Figure 1. M1 wires (run 1).
Supply wires on this layer in gray.
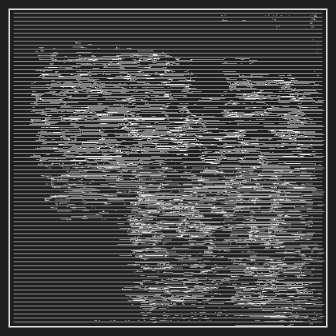
Figure 2. Signal wires on met2 (run 1).
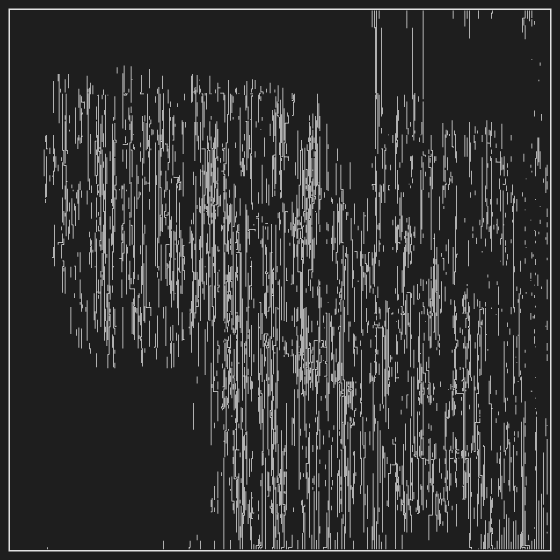
Figure 3. Metal 3 (run 1).
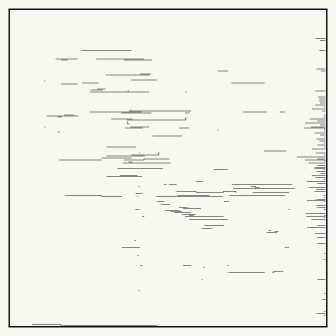
==> config.mk <==
export PLATFORM = sky130hd
export DESIGN_NAME = thiele_partition_core
export DESIGN_NICKNAME = d
export VERILOG_FILES = /design/src/rtl/thiele_pkg.sv /design/src/rtl/thiele_free_alloc.sv /design/src/rtl/thiele_partition_core.sv
export SDC_FILE = /design/constraint.sdc
export NUM_CORES = 1
export LEC_CHECK = 0
export CAP_MARGIN = 0
export CORE_MARGIN = 2
export CORE_UTILIZATION = 30
export DETAILED_ROUTE_END_ITERATION = 7
export GPL_TIMING_DRIVEN = 0
export HOLD_SLACK_MARGIN = 0.12
export PLACE_DENSITY = 0.51
export SETUP_SLACK_MARGIN = 0.05
export SYNTH_ARGS = -nofsm -noshare
export SYNTH_HDL_FRONTEND = slang
export SYNTH_SLANG_ARGS = --single-unit
==> constraint.sdc <==
create_clock -name clk -period 15.71 [get_ports clk]
set_clock_uncertainty 0.15 [all_clocks]
set_input_delay 4.713 -clock clk [delete_from_list [all_inputs] [get_ports clk]]
set_output_delay 4.713 -clock clk [all_outputs]
set_load 0.01 [all_outputs]
==> src/rtl/thiele_pkg.sv <==
// Shared definitions for the Thiele partition core: opcodes, error codes,
// FSM state encoding and the instruction field layout.
package thiele_pkg;

  localparam logic [7:0] OP_PNEW    = 8'h01;
  localparam logic [7:0] OP_PSPLIT  = 8'h02;
  localparam logic [7:0] OP_PMERGE  = 8'h03;
  localparam logic [7:0] OP_LASSERT = 8'h04;
  localparam logic [7:0] OP_EMIT    = 8'h05;
  localparam logic [7:0] OP_PWRITE  = 8'h06;
  localparam logic [7:0] OP_HALT    = 8'hFF;

  localparam logic [31:0] ERR_UNKNOWN = 32'd1;
  localparam logic [31:0] ERR_FULL    = 32'd2;
  localparam logic [31:0] ERR_INVALID = 32'd3;
  localparam logic [31:0] ERR_MU_SAT  = 32'd4;

  typedef enum logic [2:0] {
    ST_IDLE,
    ST_EXEC,
    ST_SCAN,
    ST_COMMIT,
    ST_HALTED
  } state_t;

  typedef struct packed {
    logic [7:0] opcode;
    logic [7:0] a;
    logic [7:0] b;
    logic [7:0] cost;
  } instr_t;

endpackage

==> src/rtl/thiele_free_alloc.sv <==
// Lowest-free-first module ID finder: combinational priority encoder over
// the module-table valid bits.
module thiele_free_alloc #(
  parameter int NUM_MODULES = 8,
  localparam int ID_W = $clog2(NUM_MODULES)
) (
  input  logic [NUM_MODULES-1:0] i_valid,
  output logic [ID_W-1:0]        o_id,
  output logic                   o_found
);

  // Scanning downwards lets the lowest free entry win the final assignment.
  always_comb begin
    o_id    = '0;
    o_found = 1'b0;
    for (int i = NUM_MODULES - 1; i >= 0; i--) begin
      if (!i_valid[i]) begin
        o_id    = ID_W'(i);
        o_found = 1'b1;
      end
    end
  end

endmodule

==> src/rtl/thiele_partition_core.sv <==
// Thiele partition core: executes the partition instruction set over a module
// table and region memory, accumulating mu-cost. Define MU_SATURATE_EN for a saturating mu.
module thiele_partition_core
  import thiele_pkg::*;
#(
  parameter int NUM_MODULES = 8,
  parameter int REGION_SIZE = 16,
  parameter int MU_W        = 32
) (
  input  logic            clk,
  input  logic            rst_n,
  input  logic            i_instr_valid,
  output logic            o_instr_ready,
  input  logic [31:0]     i_instr_data,
  output logic [31:0]     o_pc,
  output logic [MU_W-1:0] o_mu_cost,
  output logic [31:0]     o_status,
  output logic [31:0]     o_error_code,
  output logic            o_busy,
  output logic            o_halted
);

  localparam int ID_W   = $clog2(NUM_MODULES);
  localparam int IDX_W  = $clog2(REGION_SIZE);
  localparam int CNT_W  = IDX_W + 1;
  localparam int ADDR_W = ID_W + IDX_W;
  localparam int DEPTH  = NUM_MODULES * REGION_SIZE;

  state_t                 r_state, w_nextState;
  instr_t                 r_instr;
  logic [NUM_MODULES-1:0] r_valid;
  logic [31:0]            r_pc, r_status, r_err;
  logic [MU_W-1:0]        r_mu;
  logic [IDX_W-1:0]       r_scanIdx;
  logic [CNT_W-1:0]       r_count;
  logic [31:0]            r_region [DEPTH];

  logic [ID_W-1:0]   w_allocId, w_aId, w_bId;
  logic              w_allocFound, w_aValid, w_bValid, w_scanBit;
  logic              w_retire, w_success, w_setErr, w_allocEn, w_freeEn, w_we;
  logic [31:0]       w_errCode, w_newStatus, w_wData;
  logic [ADDR_W-1:0] w_wAddr;
  logic [9:0]        w_addend;
  logic [MU_W-1:0]   w_muNext;
  logic              w_sat;

  thiele_free_alloc #(.NUM_MODULES(NUM_MODULES)) u_alloc (
    .i_valid (r_valid),
    .o_id    (w_allocId),
    .o_found (w_allocFound)
  );

  assign w_aId     = r_instr.a[ID_W-1:0];
  assign w_bId     = r_instr.b[ID_W-1:0];
  assign w_aValid  = (r_instr.a < 8'(NUM_MODULES)) && r_valid[w_aId];
  assign w_bValid  = (r_instr.b < 8'(NUM_MODULES)) && r_valid[w_bId];
  assign w_scanBit = r_region[{w_aId, r_scanIdx}][0];

  // Next-state and per-instruction effects; registers below apply them.
  always_comb begin
    w_nextState = r_state;
    w_retire    = 1'b0;
    w_success   = 1'b0;
    w_setErr    = 1'b0;
    w_errCode   = '0;
    w_newStatus = '0;
    w_addend    = 10'(r_instr.cost);
    w_allocEn   = 1'b0;
    w_freeEn    = 1'b0;
    w_we        = 1'b0;
    w_wAddr     = '0;
    w_wData     = '0;
    case (r_state)
      ST_IDLE: if (i_instr_valid) w_nextState = ST_EXEC;
      ST_EXEC: begin
        w_nextState = ST_IDLE;
        w_retire    = 1'b1;
        case (r_instr.opcode)
          OP_PNEW: begin
            if (w_allocFound) begin
              w_success   = 1'b1;
              w_allocEn   = 1'b1;
              w_we        = 1'b1;
              w_wAddr     = {w_allocId, IDX_W'(0)};
              w_wData     = {24'h0, r_instr.a};
              w_newStatus = {16'h0, 8'(w_allocId), 8'h01};
            end else begin
              w_setErr  = 1'b1;
              w_errCode = ERR_FULL;
            end
          end
          OP_PSPLIT: begin
            if (w_aValid && w_allocFound) begin
              w_nextState = ST_SCAN;
              w_retire    = 1'b0;
            end else begin
              w_setErr  = 1'b1;
              w_errCode = ERR_INVALID;
            end
          end
          OP_PMERGE: begin
            if (w_aValid && w_bValid && (r_instr.a != r_instr.b) && (r_instr.b != 8'h0)) begin
              w_success   = 1'b1;
              w_freeEn    = 1'b1;
              w_newStatus = 32'h03;
            end else begin
              w_setErr  = 1'b1;
              w_errCode = ERR_INVALID;
            end
          end
          OP_LASSERT: begin
            w_success   = 1'b1;
            w_newStatus = 32'h04;
          end
          OP_EMIT: begin
            w_success   = 1'b1;
            w_newStatus = {16'h0, r_instr.a, r_instr.b};
          end
          OP_PWRITE: begin
            if (w_aValid) begin
              w_success   = 1'b1;
              w_we        = 1'b1;
              w_wAddr     = {w_aId, r_instr.b[IDX_W-1:0]};
              w_wData     = {24'h0, r_instr.cost};
              w_addend    = 10'd1;
              w_newStatus = 32'h06;
            end else begin
              w_setErr  = 1'b1;
              w_errCode = ERR_INVALID;
            end
          end
          OP_HALT: begin
            w_success   = 1'b1;
            w_newStatus = 32'hFF;
            w_nextState = ST_HALTED;
          end
          default: begin
            w_setErr  = 1'b1;
            w_errCode = ERR_UNKNOWN;
          end
        endcase
      end
      ST_SCAN: if (r_scanIdx == IDX_W'(REGION_SIZE - 1)) w_nextState = ST_COMMIT;
      ST_COMMIT: begin
        w_nextState = ST_IDLE;
        w_retire    = 1'b1;
        w_success   = 1'b1;
        w_allocEn   = 1'b1;
        w_we        = 1'b1;
        w_wAddr     = {w_allocId, IDX_W'(0)};
        w_wData     = 32'(r_count);
        w_addend    = 10'(r_instr.cost) + 10'(r_count);
        w_newStatus = {16'(r_count), 8'(w_allocId), 8'h02};
      end
      ST_HALTED: w_nextState = ST_HALTED;
      default:   w_nextState = ST_IDLE;
    endcase
  end

`ifdef MU_SATURATE_EN
  logic [MU_W+9:0] w_sum;
  always_comb begin
    w_sum    = (MU_W+10)'(r_mu) + (MU_W+10)'(w_addend);
    w_sat    = |w_sum[MU_W+9:MU_W];
    w_muNext = w_sat ? '1 : w_sum[MU_W-1:0];
  end
`else
  // Casting the addend to MU_W bits keeps the sum correct modulo 2^MU_W.
  always_comb begin
    w_sat    = 1'b0;
    w_muNext = r_mu + MU_W'(w_addend);
  end
`endif

  always_ff @(posedge clk or negedge rst_n) begin
    if (!rst_n) begin
      r_state   <= ST_IDLE;
      r_instr   <= '0;
      r_valid   <= NUM_MODULES'(1);
      r_pc      <= '0;
      r_mu      <= '0;
      r_status  <= '0;
      r_err     <= '0;
      r_scanIdx <= '0;
      r_count   <= '0;
    end else begin
      r_state <= w_nextState;
      if (r_state == ST_IDLE && i_instr_valid) r_instr <= instr_t'(i_instr_data);
      if (r_state == ST_EXEC) begin
        r_scanIdx <= '0;
        r_count   <= '0;
      end
      if (r_state == ST_SCAN) begin
        r_scanIdx <= r_scanIdx + IDX_W'(1);
        if (w_scanBit == r_instr.b[0]) r_count <= r_count + CNT_W'(1);
      end
      if (w_retire) r_pc <= r_pc + 32'd4;
      if (w_setErr) r_err <= w_errCode;
      if (w_success) begin
        r_mu     <= w_muNext;
        r_status <= w_newStatus;
        if (w_sat) r_err <= ERR_MU_SAT;
      end
      if (w_allocEn) r_valid[w_allocId] <= 1'b1;
      if (w_freeEn) r_valid[w_bId] <= 1'b0;
    end
  end

  // Region memory is deliberately not reset.
  always_ff @(posedge clk) begin
    if (w_we) r_region[w_wAddr] <= w_wData;
  end

  assign o_instr_ready = (r_state == ST_IDLE);
  assign o_busy        = (r_state == ST_SCAN) || (r_state == ST_COMMIT);
  assign o_halted      = (r_state == ST_HALTED);
  assign o_pc          = r_pc;
  assign o_mu_cost     = r_mu;
  assign o_status      = r_status;
  assign o_error_code  = r_err;

endmodule

==> flow_summary.json, run 1 <==
{
  "status": "completed",
  "hold_path_class": "register to register",
  "antennaDiodeCount": 0,
  "reg2reg_from": "r_instr[29]",
  "fin_crit_ns": 7.06,
  "warnings": 26,
  "antenna_left": 0,
  "fillers": 4338,
  "grt_first_pass_wirelength_mm": 55.4,
  "pwr-share-seq_pct": 47.3,
  "p_clk_share_pct": 42.8,
  "seq-power_mw": 0.774,
  "async_flop_share_pct": 51.7,
  "slew_violations": 0,
  "power_density_nw_per_um2": 99.1,
  "cts.sinks": 265,
  "adder_share_pct": 1.90,
  "yosys-stat-area_sq_um": 13300,
  "grt_usage_pct": 15.2,
  "path_cells": "clkbuf_1 > nor3_1 > clkdlybuf4s50_1",
  "crit_path_top_delay_cell": "clkdlybuf4s50_1",
  "chip_area_sq_um": 46000,
  "place_hpwl_mm": 25.2,
  "hold_path_end": "o_pc[31]",
  "vias_per_cell": 4.79,
  "combPwrFrac_pct": 9.9,
  "post_cts_buffers": 0,
  "fin_tns_setup_ns": 0,
  "ys_warn_count": 0,
  "critPathLaunchType": "register",
  "dpl_worst_slack_ns": 8.28,
  "syn_to_final_growth_pct": 24.2,
  "die_height_um": 214,
  "met3WireLength_mm": 1.83,
  "p_comb_mw": 0.162,
  "antenna_found_initial": 0,
  "reg2reg_to": "o_mu_cost[29]",
  "routed-wl-met2_mm": 16.2,
  "wl_per_cell_um": 18.0,
  "clk_pin_slew_ns": 0.06,
  "slew_headroom_pct": 13.0,
  "final_area_sq_um": 16500,
  "hp-start": "o_pc[31]",
  "drv_cap": 0,
  "tightest_slew_ns": 1.30,
  "cp.required_ns": 10.85,
  "stdcell_count": 1968,
  "arrival_ns": 2.20,
  "ys_sh_aoi_pct": 7.57,
  "io_buffers": 122,
  "synth.top_cell.area_share_pct": 28.9,
  "final_core_util_pct": 37.5,
  "worstSetupPathType": "register to output port",
  "grt_pass1_vias": 9258,
  "synth_area_sq_um": 13300,
  "cp_max_fo": 9,
  "ys_sh_mux_pct": 11.0,
  "place_inst": 1910,
  "cts_tree": "yes",
  "grt_max_degree": 78,
  "crit_buf_inv": 2,
  "switching_share_pct": 24.5,
  "max_stage_delay_ns": 0.65
}
About Figure 1:
The longest straight run is 63.5 um. The layer carries 16600 um of wire. The layer holds 47% of the routed length.
final wirelength: 35.5 mm
met1 GRT Util: 21.6%
Via Count: 9424

About Figure 2:
The layer holds 46% of the routed length. The longest straight run is 52.5 um.
grt met2 use: 24.4%

About Figure 3:
The layer carries 1830 um of wire. The longest straight run is 65.3 um. The wires run mostly horizontal. The layer holds 5.2% of the routed length. 131 nets have wire on it.

## run 1: registers in the layout, indices dropped and copies added (netlist names), 3 cells and up
signal and flops:
o_mu_cost 32, o_pc 30, o_status 21, r_count 5
r_instr 32, r_region 128, r_scanIdx 4, r_state 3
r_valid 8
## run 1: Yosys cell counts, types with 16 or more instances
cell type  count
buf_4         44
nand2_1      109
mux4_1        16
nand3_1       29
inv_1         19
edfxtp_1     128
xnor2_1       35
nor2_1       179
and3_1        17
dfrtp_1      136
ha_1          17
a21oi_1       35
mux4_2        19
clkbuf_1      31
mux2i_1       20
nand4_1       17
o21ai_0       45
xor2_1        34
mux2_2        35
## run 1: layer usage
metal  up-vias  global-route usage (%)
li1       4472                       -
met1      4647                    21.6
met2       255                    24.4
met3        50                    2.21
met4         0                    4.07
met5         -                       0
## run 1: final cells by class
class	instances	area, sq um	area share, %
clock buffer	44	855	5.18
multi-input combinational	812	5530	33.5
timing repair buffer	126	1330	8.03
buffer	94	568	3.44
tap	592	741	4.49
clock inverter	14	124	0.751
inverter	21	78.8	0.478
sequential	265	7270	44.1
## run 1: cell usage in the layout, fill, tap and decap left out, types with 5 or more instances in the layout
cell	n
ha_1	17
clkbuf_16	31
clkdlybuf4s50_1	121
xnor2_1	35
a22o_1	8
mux2_2	35
mux2i_1	20
or2_2	5
nor3_1	13
nand3_1	29
conb_1	43
inv_1	19
a31oi_1	10
a21o_1	14
mux4_2	19
buf_2	11
nand2_1	109
and2_1	7
clkbuf_1	41
and3_1	17
clkinv_1	6
nor4_1	9
nand4_1	17
nand2b_1	10
buf_4	44
edfxtp_1	128
nor2_1	179
mux4_1	16
dfrtp_1	136
o21ai_0	44
nor2b_1	11
a21oi_1	35
xor2_1	34
==> run 1 -> run 2 <==
==> constraint.sdc (replaced) <==
create_clock -name clk -period 6.7 [get_ports clk]
set_clock_uncertainty 0.15 [all_clocks]
set_input_delay 2.01 -clock clk [delete_from_list [all_inputs] [get_ports clk]]
set_output_delay 2.01 -clock clk [all_outputs]
set_load 0.01 [all_outputs]
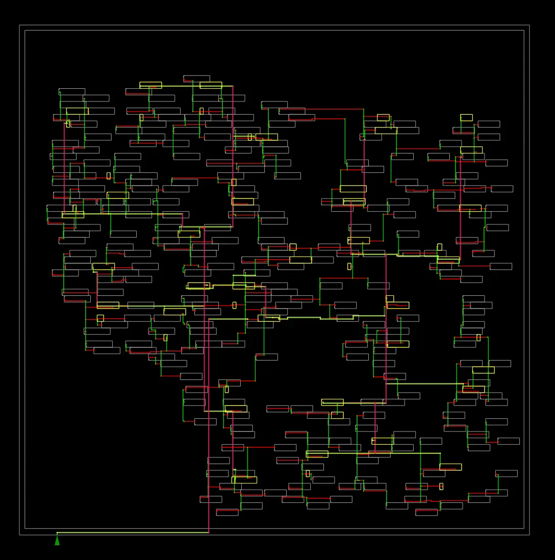
Figure 4: run 2, the clock network.
# clk buffers: 43
P_clk: 1.58 mW
flop count: 265
CTS Buf Count: 31

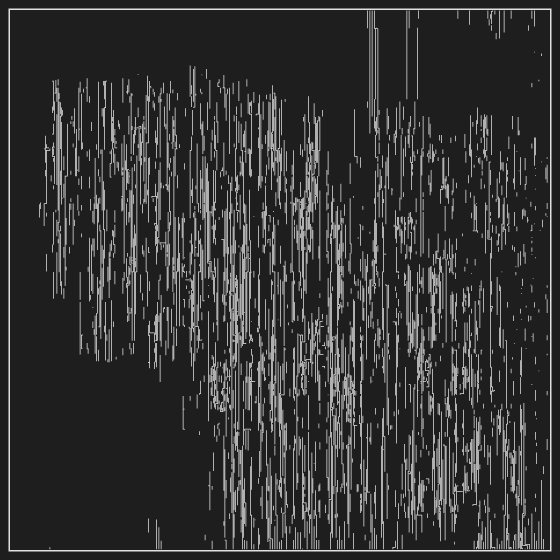
Figure 5: run 2, signal wires on met2.
The wires run mostly vertical. The layer holds 47% of the routed length. The longest straight run is 60.9 um.

==> run 2 against run 1 <==
  * Power is 130% higher
  * Cell area is 0.30% lower
  * Critical path type is now register to register
  * Die area stayed put
  * Sequential share of layout area is 0.13 points higher
  * Clock power is 130% higher
  * Register-to-register slack worse by 9.0 ns
  * Critical path depth is 13 higher
  * Final cell count is 0.20% lower
  * Largest power group unchanged
  * First-iteration DRC count is 21% higher
  * Synthesized area stayed put
==> flow_summary.json, run 2 <==
{
  "status": "completed",
  "r2r_setup_slack_ns": 1.70,
  "ys_seq_share_pct": 54.8,
  "cts_hold_buf": 0,
  "synth_cells": 1150,
  "design.core.area_sq_um": 43900,
  "ys_sh_simple_pct": 15.3,
  "antennaDiodeCount": 0,
  "stdcell_count": 1964,
  "slew_violations": 0,
  "largest_register": "r_region",
  "grt_pass1_vias": 9368,
  "post_cts_buffers": 0,
  "io_buffers": 122,
  "dr_total_vias": 9445,
  "clk_pin_slew_ns": 0.06,
  "fin_ws_ns": 1.70,
  "synth-edff-count": 128,
  "fp_util_pct": 30.2,
  "gp_congestion": 0.781,
  "htreeDepth": 1,
  "fillers": 4366,
  "fmax_mhz": 200,
  "drive_above_1_share_pct": 12.9,
  "hold_path_class": "register to register",
  "place_inst": 1910,
  "ys_sh_mux_pct": 11.0,
  "largest_area_cell": "edfxtp_1",
  "arrival_ns": 5.27,
  "cts.sinks": 265,
  "postSynthAreaPerCell_sq_um": 11.5,
  "setup_viol": 0,
  "switching_share_pct": 24.5,
  "final_nets": 1405,
  "cp.required_ns": 6.97,
  "synth_top_cell_by_count": "nor2_1",
  "p_total_mw": 3.77,
  "reg2reg_from": "r_instr[29]",
  "io_pins": 166,
  "ys_seq_elements": 265,
  "finalHoldViolations": 0,
  "overflow": 0,
  "ys_sh_xor_pct": 4.55,
  "drv_cap": 0,
  "die_height_um": 214,
  "rr_worst_depth": 16,
  "tightest_slew_ns": 1.20,
  "grt_max_degree": 83,
  "synth_area_sq_um": 13300,
  "yosys-stat-area_sq_um": 13300,
  "grt_usage_pct": 15.2,
  "p_switching_mw": 0.923,
  "topCellsByArea": "edfxtp_1 29%, dfrtp_1 26%, nor2_1 5.1%, mux4_2 3.2%, mux4_1 3.2%",
  "async_flop_share_pct": 51.7,
  "warnings": 26,
  "ys_warn_count": 0,
  "synthTopLogicFamily": "simple AND/OR/NAND/NOR gates",
  "drt_iter0_markers": 770,
  "clk_path_buf_depth": 3,
  "dieWidth_um": 214,
  "critPathLaunchType": "register",
  "wl_mm": 35.5,
  "hold-path-cell-count": 1,
  "ys_types": 78,
  "hold_path_end": "o_mu_cost[31]",
  "adder_share_pct": 1.90,
  "cp_max_fo": 10,
  "vdd_drop_max_v": 0.000187,
  "lay_top_cells": "179 x nor2_1, 136 x dfrtp_1, 128 x edfxtp_1",
  "holdWs_ns": 0.316,
  "p_clk_share_pct": 41.8,
  "leakagePower_nw": 6.45,
  "ys_sh_aoi_pct": 7.57,
  "hp-start": "o_mu_cost[31]",
  "place_hpwl_mm": 25.2,
  "syn_to_final_growth_pct": 23.9,
  "clk_latency_ns": 0.58,
  "worstSetupPathType": "register to register",
  "combPwrFrac_pct": 10.1,
  "post_cts_resized": 0,
  "reg2reg_to": "o_mu_cost[25]",
  "final_core_util_pct": 37.4,
  "fin_tns_setup_ns": 0,
  "synth-main-ff-cell": "dfrtp_1",
  "yosysCellCount": 1150,
  "fin_crit_ns": 5.00,
  "vias_per_cell": 4.81,
  "slew_headroom_pct": 19.5,
  "synth.top_cell.area_share_pct": 28.9,
  "drcViolationCount": 0,
  "rsz0062_at_grt": "no",
  "post-route-period-util_pct": 74.6,
  "cts_tree": "yes",
  "antenna_left": 0,
  "chip_area_sq_um": 46000,
  "clockRootBuffer": "clkbuf_16",
  "largest_register_ffs": 128,
  "placed_cell_area_sq_um": 15500,
  "wl_per_cell_um": 18.1,
  "final_area_sq_um": 16400,
  "dpl_worst_slack_ns": 1.60,
  "rows": 77,
  "pwr-share-seq_pct": 48.1,
  "layout_top_cell": "nor2_1",
  "setup.worst_path.end_class": "register",
  "grt_first_pass_wirelength_mm": 55.3,
  "antenna_found_initial": 0,
  "drt_first_pass_iters": 7,
  "p_int_mw": 2.85,
  "synthTopCellsByCount": "179 x nor2_1, 136 x dfrtp_1, 128 x edfxtp_1",
  "power_density_nw_per_um2": 229
}
## run 2: area by class of cell
class | count | area, sq um | area share (%)
timing repair buffer | 126 | 1330 | 8.06
clock buffer | 43 | 851 | 5.17
sequential | 265 | 7270 | 44.2
inverter | 21 | 78.8 | 0.479
multi-input combinational | 812 | 5530 | 33.6
clock inverter | 11 | 82.6 | 0.502
buffer | 94 | 568 | 3.45
tap | 592 | 741 | 4.50
## run 2: worst max-delay path, stage by stage, from the launching register on
cell	delay, ns
dfrtp_1	0.39
or4_4	0.57
nor3b_1	0.38
nand3_2	0.26
nor3_1	0.24
buf_2	0.29
o22ai_1	0.16
ha_1	0.31
a21o_1	0.18
a21oi_1	0.23
o21ai_0	0.11
a21oi_1	0.25
o21ai_0	0.19
a31oi_1	0.34
clkbuf_1	0.50
nor4_1	0.14
xor2_1	0.16
## run 2: power groups by stage
stage               combinational, mW  sequential, mW  clock [mW]
finish                          0.382            1.81        1.58
global route                    0.422            1.82        1.68
CTS                             0.387            1.81        1.62
detailed placement              0.384            1.84           0
global placement                0.381            1.84           0
floorplan                       0.219            1.84           0
## run 2: worst max-delay path by stage
stage / cells past startpoint / to / slack, ns / from
after floorplan: 6 / r_region[0][0] / 0.87 / r_instr[29]
after global placement: 1 / o_pc[16] / -2.32 / rst_n
after detailed placement: 5 / r_instr[3] / 1.60 / i_instr_valid
after CTS: 16 / o_mu_cost[25] / 1.70 / r_instr[29]
after global routing: 16 / o_mu_cost[25] / 1.34 / r_instr[29]
final: 16 / o_mu_cost[25] / 1.70 / r_instr[29]
## run 2: layer usage
metal	routed length, um	GRT usage, %	vias up
li1	-	-	4478
met1	16600	21.4	4705
met2	16600	25.0	224
met3	1740	2.57	38
met4	537	2.85	0
met5	0	0	-
Power is estimated from default activity; no workload was simulated.
